Figure 1. Signal wires on met2.
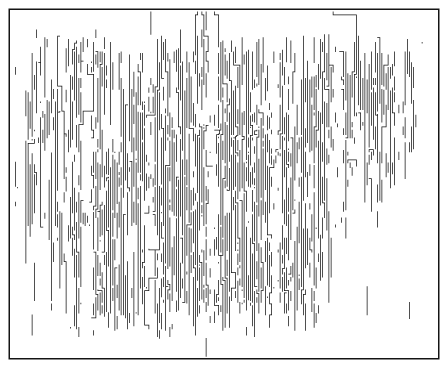
Figure 2. Cell classes on the final placement.
The bar under the picture is 20 um long. Fill, decap, tap and diode cells in grey.
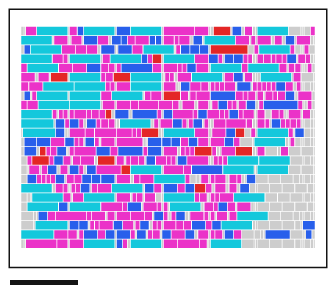
Figure 3. Gate families picked out.
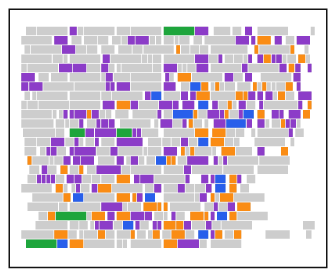
Figure 4. Drive-strength map.
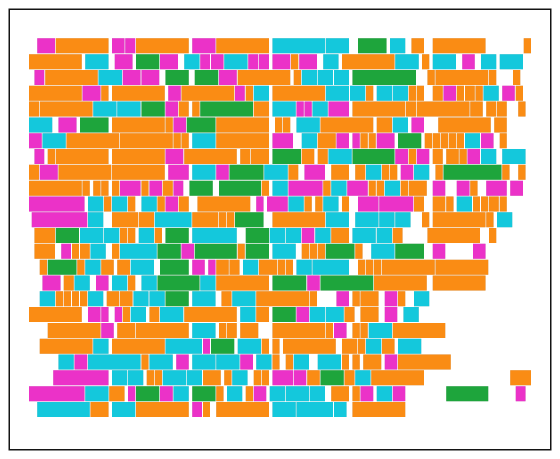
## config.mk

```make
export PLATFORM = sky130hd
export DESIGN_NAME = uart_rx_byte_receiver
export DESIGN_NICKNAME = d
export VERILOG_FILES = /design/src/rtl/uart_pkg.sv /design/src/rtl/uart_rx_sync.sv /design/src/rtl/uart_rx_byte_receiver.sv
export SDC_FILE = /design/constraint.sdc
export NUM_CORES = 1
export LEC_CHECK = 0
export ABC_AREA = 1
export CAP_MARGIN = 10
export CORE_ASPECT_RATIO = 0.8
export CORE_MARGIN = 3
export CORE_UTILIZATION = 50
export DETAILED_ROUTE_END_ITERATION = 16
export HOLD_SLACK_MARGIN = 0.15
export PLACE_DENSITY = 0.72
export SLEW_MARGIN = 30
export SYNTH_ARGS = -nofsm -noshare
export SYNTH_HDL_FRONTEND = slang
export SYNTH_SLANG_ARGS = --single-unit
```

## constraint.sdc

```tcl
create_clock -name clk -period 1.3 [get_ports clk]
set_input_delay 0.26 -clock clk [delete_from_list [all_inputs] [get_ports clk]]
set_output_delay 0.26 -clock clk [all_outputs]
set_load 0.02 [all_outputs]
```

## src/rtl/uart_pkg.sv

```systemverilog
// Shared UART definitions: frame constants and receiver FSM state encodings.
package uart_pkg;

   localparam int   UART_DATA_BITS  = 8;
   localparam logic UART_IDLE_LEVEL = 1'b1;

   localparam logic [2:0] ST_IDLE   = 3'd0;
   localparam logic [2:0] ST_START  = 3'd1;
   localparam logic [2:0] ST_DATA   = 3'd2;
   localparam logic [2:0] ST_PARITY = 3'd3;
   localparam logic [2:0] ST_STOP   = 3'd4;
   localparam logic [2:0] ST_BREAK  = 3'd5;

   typedef enum logic [2:0] {
      IDLE   = ST_IDLE,
      START  = ST_START,
      DATA   = ST_DATA,
      PARITY = ST_PARITY,
      STOP   = ST_STOP,
      BREAK  = ST_BREAK
   } rx_state_t;

endpackage

```

## src/rtl/uart_rx_sync.sv

```systemverilog
// Metastability flop chain for an asynchronous serial line; resets to the idle level.
module uart_rx_sync #(
   parameter int STAGES = 2
) (
   input  logic clk,
   input  logic reset,
   input  logic d,
   output logic q
);
   import uart_pkg::*;

   logic [STAGES-1:0] chain;

   // NOTE: non-blocking assignments so each stage captures the previous stage's old value.
   always_ff @(posedge clk or negedge reset) begin
      if (!reset) chain <= {STAGES{UART_IDLE_LEVEL}};
      else        chain <= {chain[STAGES-2:0], d};
   end

   assign q = chain[STAGES-1];

endmodule

```

## src/rtl/uart_rx_byte_receiver.sv

```systemverilog
// UART receiver: frames 8N1 bytes (8E1 when UART_RX_PARITY_EN is defined) and emits a
// fixed-width rx_accumulate strobe per good byte.
module uart_rx_byte_receiver #(
   parameter int CLKS_PER_BIT = 868,
   parameter int PULSE_CYCLES = 4,
   parameter int SYNC_STAGES  = 2
) (
   input  logic       clk,
   input  logic       reset,
   input  logic       rx,
   input  logic       rx_enable,
   output logic [7:0] rx_data,
   output logic       rx_accumulate,
   output logic       framing_error,
   output logic       parity_error,
   output logic       busy
);
   import uart_pkg::*;

   localparam logic [15:0] BIT_LAST   = 16'(CLKS_PER_BIT - 1);
   localparam logic [15:0] MID_LAST   = 16'(CLKS_PER_BIT / 2 - 1);
   localparam logic [15:0] PULSE_LOAD = 16'(PULSE_CYCLES);

   rx_state_t                 state, state_nxt;
   logic [15:0]               bit_cnt, bit_cnt_nxt;
   logic [2:0]                bit_idx;
   logic [UART_DATA_BITS-1:0] shreg;
   logic [15:0]               pulse_cnt;
   logic                      rxs;
   logic                      sample, accept, ferr;
`ifdef UART_RX_PARITY_EN
   logic                      parity_bit, parity_bad, perr;
   assign parity_bad = ^{shreg, parity_bit};
`endif

   uart_rx_sync #(.STAGES(SYNC_STAGES)) u_sync (
      .clk   (clk),
      .reset (reset),
      .d     (rx),
      .q     (rxs)
   );

   // NOTE: every signal driven here gets a default first so no latch can be inferred.
   always_comb begin
      state_nxt   = state;
      bit_cnt_nxt = bit_cnt + 16'd1;
      sample      = 1'b0;
      accept      = 1'b0;
      ferr        = 1'b0;
`ifdef UART_RX_PARITY_EN
      perr        = 1'b0;
`endif
      case (state)
         IDLE: begin
            bit_cnt_nxt = '0;
            if (rx_enable && rxs != UART_IDLE_LEVEL) state_nxt = START;
         end
         START: if (bit_cnt == MID_LAST) begin
            // Re-centre here so later samples land mid-bit one full bit apart.
            bit_cnt_nxt = '0;
            if (rxs == UART_IDLE_LEVEL) state_nxt = IDLE;
            else                        state_nxt = DATA;
         end
         DATA: if (bit_cnt == BIT_LAST) begin
            bit_cnt_nxt = '0;
            sample      = 1'b1;
`ifdef UART_RX_PARITY_EN
            if (bit_idx == 3'(UART_DATA_BITS - 1)) state_nxt = PARITY;
`else
            if (bit_idx == 3'(UART_DATA_BITS - 1)) state_nxt = STOP;
`endif
         end
`ifdef UART_RX_PARITY_EN
         PARITY: if (bit_cnt == BIT_LAST) begin
            bit_cnt_nxt = '0;
            state_nxt   = STOP;
         end
`endif
         STOP: if (bit_cnt == BIT_LAST) begin
            bit_cnt_nxt = '0;
            if (rxs != UART_IDLE_LEVEL) begin
               ferr      = 1'b1;
               state_nxt = BREAK;
            end else begin
`ifdef UART_RX_PARITY_EN
               perr   = parity_bad;
               accept = !parity_bad;
`else
               accept = 1'b1;
`endif
               state_nxt = IDLE;
            end
         end
         BREAK: begin
            bit_cnt_nxt = '0;
            if (rxs == UART_IDLE_LEVEL) state_nxt = IDLE;
         end
         default: begin
            bit_cnt_nxt = '0;
            state_nxt   = IDLE;
         end
      endcase
   end

   always_ff @(posedge clk or negedge reset) begin
      if (!reset) begin
         state   <= IDLE;
         bit_cnt <= '0;
      end else begin
         state   <= state_nxt;
         bit_cnt <= bit_cnt_nxt;
      end
   end

   always_ff @(posedge clk or negedge reset) begin
      if (!reset) begin
         bit_idx       <= '0;
         shreg         <= '0;
         rx_data       <= '0;
         pulse_cnt     <= '0;
         framing_error <= 1'b0;
      end else begin
         framing_error <= ferr;
         if (state == IDLE)  bit_idx <= '0;
         else if (sample)    bit_idx <= bit_idx + 3'd1;
         if (sample)         shreg   <= {rxs, shreg[UART_DATA_BITS-1:1]};
         if (accept)         rx_data <= shreg;
         // The strobe runs off its own counter so a new frame can start under it.
         if (accept)                 pulse_cnt <= PULSE_LOAD;
         else if (pulse_cnt != '0)   pulse_cnt <= pulse_cnt - 16'd1;
      end
   end

`ifdef UART_RX_PARITY_EN
   always_ff @(posedge clk or negedge reset) begin
      if (!reset) begin
         parity_bit   <= 1'b0;
         parity_error <= 1'b0;
      end else begin
         parity_error <= perr;
         if (state == PARITY && bit_cnt == BIT_LAST) parity_bit <= rxs;
      end
   end
`else
   assign parity_error = 1'b0;
`endif

   assign rx_accumulate = (pulse_cnt != '0);
   assign busy          = (state != IDLE);

endmodule
```

==> run summary <==
Synthesis and place-and-route results.

- The flow ran to the end, but the final reports show violations.
- The checks that failed: negative setup slack.
- The number of nets in the synthesized netlist is 381.
- The terminus of the critical flop-to-flop path is rx_data[7]$_DFFE_PN0P_.
- Per the synthesis report, the adder-cell share of the synthesized area is 0.0207.
- In this run, post-CTS repair resized a total of 111 instances.
- The met3 routed wirelength is 880 um.
- Synthesis produced 372 cells.
- The clock transition at the registers of the reported paths is 80 ps.
- The total DRC errors in the routed layout is 0.
- The class of the most critical hold timing path is primary input to flip-flop.
- The signal on the critical path passes through nor2_2 > nand2_1 > nor2_2 > nand2_2 > buf_6.
- Per the log, the first TritonRoute iteration ended with a DRC count of 336.
- The met1 usage is 0.318.
- The worst setup slack for register-to-register paths is -410 ps.
- The logic depth of the worst setup path including buffers is 5.
- The share of total power dissipated in the clock network is 0.280.
- The commonest cells after synthesis are nand2_1 (88), dfrtp_1 (55), inv_1 (49), nor2_1 (49), nand3_1 (32).
- The number of buffers added for setup after CTS is 13.
- The library cells used most frequently in the layout, excluding fill and tap cells, are buf_4 (67), dfrtp_1 (53), nand2_1 (46), inv_1 (38), nor2_1 (26).
- met3 track demand over resource after global routing is 0.0928.
- The dominant cell type by count on the critical path is nor2_2.
- The accumulated negative setup slack is -15,850 ps.
- The final timing report gives a worst setup slack of -409 ps.
- The synthesis report lists the most area-consuming cells as dfrtp_1 (46%), nand2_1 (11%), inv_1 (6.1%).
- The power density over the cells is 1270 nW/um^2.
- The first-pass detailed-route iteration total is 5.
- During synthesis, Yosys emitted a total of 0 warnings.
- The tree built by TritonCTS fans out to 57 sinks.
- Power attributed to the clock group is 1.70 mW.
- As logged by OpenROAD, the buffers inserted on ports number 14.
- The clock network latency to the later pin of the worst-skew pair is 360 ps.
- The internal power consumption is 3.71 mW.
- The routability congestion estimate from global placement is 0.827.
- The post-synthesis instance area is 3020 um^2.
- The launch instance of the worst min-delay path is rx.
- After synthesis, the design contains 372 cells according to Yosys.
- Data on the critical path arrives at its endpoint at 1450 ps.
- dfrtp_1 takes more of the synthesized area than any other cell.
- Per Yosys stat, the portion of area used by sequential elements is 0.473.
- The report gives the cell count of the worst hold path as 1.
- The sequential power reported by the tool is 1.95 mW.
- The number of synthesized flops with an enable pin is 0.
- The synthesized area divided by synthesized cell count is 8.12 um^2.
- The worst setup path is of the flip-flop to output pin kind.
- Global routing finished with a remaining overflow of 0.
- Per the OpenROAD floorplan log, the area of the die is 7020 um^2.
- Yosys reports the multiplexer fraction of the synthesized area as 0.
- The required time at the endpoint of the critical path is 1040 ps.
- Yosys reported that registers with async set or reset make up 1.00.
- With fillers left out, the area of the finished cells amounts to 4770 um^2.
- The switching component of the power is 2.35 mW.
- The tightest hold path in the finished design has a slack of 323 ps.
- For this sky-water flow run, the detailed-routed wirelength per cell is reported as 19.6 um.
- In this build the clock could be raised as far as 0.585 GHz.
- The dominant register cell in the synthesized netlist is dfrtp_1.
- The area of placed instances is 3760 um^2.
- The stage-log warning count is 30.
- The initial antenna violation count came to 0.
- The final clock skew is 11.0 ps.
- The post-placement worst setup slack is -350 ps.
- The signed area change from the synthesized netlist to the final layout is 57.8%.
- IR analysis of the VDD net gives a maximum drop of 1.97 mV.
- The endpoint of the worst hold path is reported as u_sync.chain[0]$_DFF_PN1_.
- The number of global-route vias before repair came to 2,915.
- The die is 75.5 um tall.
- The floorplan report gives the top-level pin count as 16.
- The proportion of power drawn by combinational gates is 0.399.
- The clock tree buffer depth is 2.
- The depth of the worst register-to-register path is 8.
- The share of synthesized cell area in and, or, nand and nor gates is 0.328.
- The source of the worst register-to-register timing path is bit_cnt[15]$_DFF_PN0_.
- The first-pass GRT wire length is 13,900 um.
- The global router reports that the layer with the highest usage is met2.
- The stat command in Yosys gives a chip area of 3020 um^2.
- The combinational cell power is 2.42 mW.
- The number of antenna diodes in the final layout is 0.
- TritonCTS created 9 clock buffers.
- The slowest library cell on the worst path is dfrtp_1.
- The area fraction of the largest cell type after synthesis is 0.455.
- The termination of the worst setup path is rx_accumulate.
- The net count of the finished layout is 488.
- nand2_1 is the most common cell in the netlist.
- The startpoint of the worst setup timing path is pulse_cnt[5]$_DFFE_PN0P_.
- The cell type group with the largest total delay on the critical path is simple AND/OR/NAND/NOR gates.
- The estimated wirelength of the detail-placed design is 4450 um.
- The proportion of total power due to net switching is 0.388.
- The number of distinct library cells after synthesis is 29.
- The xor/xnor cell area share of the yosys netlist is 0.0464.
- The pin count of the biggest net entering global routing is 58.
- The core box area is 5650 um^2.
- The fraction of the mapped netlist area in compound gates is 0.0406.
- The met1 wire length is 4440 um.
- In this run the maximum-capacitance check reported violations numbering 0.
- The hold buffer count at CTS is 1.
- STA classifies the critical path endpoint as an output pin.
- The timing report gives the biggest stage delay along the critical path as 440 ps.
- Summed over all nets, wire length on met2 after detailed routing comes to 5180 um.
- After floorplanning, the core was divided into 24 placement rows.
- The post-route total power is 6.07 mW.
- Total global-route track usage over all layers is 0.262.
- Using the TritonRoute via totals, the vias-per-cell ratio works out to 5.68.
- The final cycle utilization of the critical path is 1.31.
- The fraction of the core area covered by cells at the end of the flow is 0.845.
- In the power breakdown, the biggest contributor is combinational cells.
- The H-tree level count is 3.
- The timing report notes that buffer and inverter cells on the critical path total 1.
- The number of cells after detailed placement is 521.
- The post-synthesis register bit count is 57.
- The tally of nets with antenna violations remaining after routing is 0.
- The worst setup path is launched from a flip-flop.
- Setup repair after global routing could not meet its margin everywhere.
- The final timing report lists a max-slew violation count of 0.
- The peak fanout along the critical path is 2.
- The script extracted a total leakage power of 2.34 nW.
- The clock tree root buffer cell is clkbuf_8.
- The final hold violation count recorded for this run is 0.
- The layout summary lists the proportion of cells stronger than drive strength 1 as 0.529.
- The floorplan step set the die width to 92.9 um.
- In the final report, the number of endpoints failing setup comes to 56.
- In the synthesized netlist, the dominant kind of combinational cell is simple AND/OR/NAND/NOR gates.
- The share of total power dissipated in sequential elements is 0.321.
- The highest signal layer in the routed design is met4.
- The post-layout minimum cycle time is 1710 ps.
- In the floorplan report the effective utilization is 0.535.
- The CTS tree is built.
## Picture notes: Figure 1
main direction	vertical
share of all routed wire	47%
nets with wire on the layer	437
number of vias in the routed layout: 3,194
met2 usage in global routing: 0.441
final wirelength: 11,000 um

## Picture notes: Figure 2
colour	class	cells	share of their area
blue	other buffers and delay cells	103	20%
red	clock drivers and dummy loads	16	4.2%
magenta	combinational and other logic	308	45%
cyan	flops	57	31%

## Picture notes: Figure 3
colour	family	cells
purple	NAND gates	142
green	adder and majority cells	5
orange	NOR gates	70
blue	XOR/XNOR gates	16
most frequently placed logic cell in the final layout: buf_4
combinational share of cell area: 0.396
final instance count without filler cells: 562

## Picture notes: Figure 4
colour	size	cells	share	most used
orange	_0 and _1 cells	228	47%	dfrtp_1
green	_6 and larger	37	7.6%	buf_6
cyan	_3 and _4 cells	123	25%	buf_4
magenta	_2 cells	96	20%	nand2_2

-- state kept, by name (all words and copies together) (netlist names) --
name	count
bit_cnt	16
pulse_cnt	16
rx_data	8
shreg	8
bit_idx	3
state	3
u_sync.chain	2
framing_error	1
-- layout make-up --
class	count	area [um^2]
Clock buffer	9	124
Clock inverter	7	71.3
Fill cell	270	877
Inverter	50	210
Multi-Input combinational cell	257	1890
Sequential cell	57	1430
Tap cell	78	97.6
Timing Repair Buffer	103	927
Timing Repair inverter	1	16.3
-- cells by family (layout without fill, tap and decap cells) --
| family | Yosys count | in the layout |
|---|---|---|
| compound gates | 23 | 23 |
| xor+xnor | 16 | 16 |
| fa+ha+maj | 5 | 5 |
| buf+inv | 58 | 170 |
| flops | 57 | 57 |
| other cells | 1 | 1 |
| simple gates | 212 | 212 |
Power figures rest on the tool's default switching activity, not on a simulated workload.
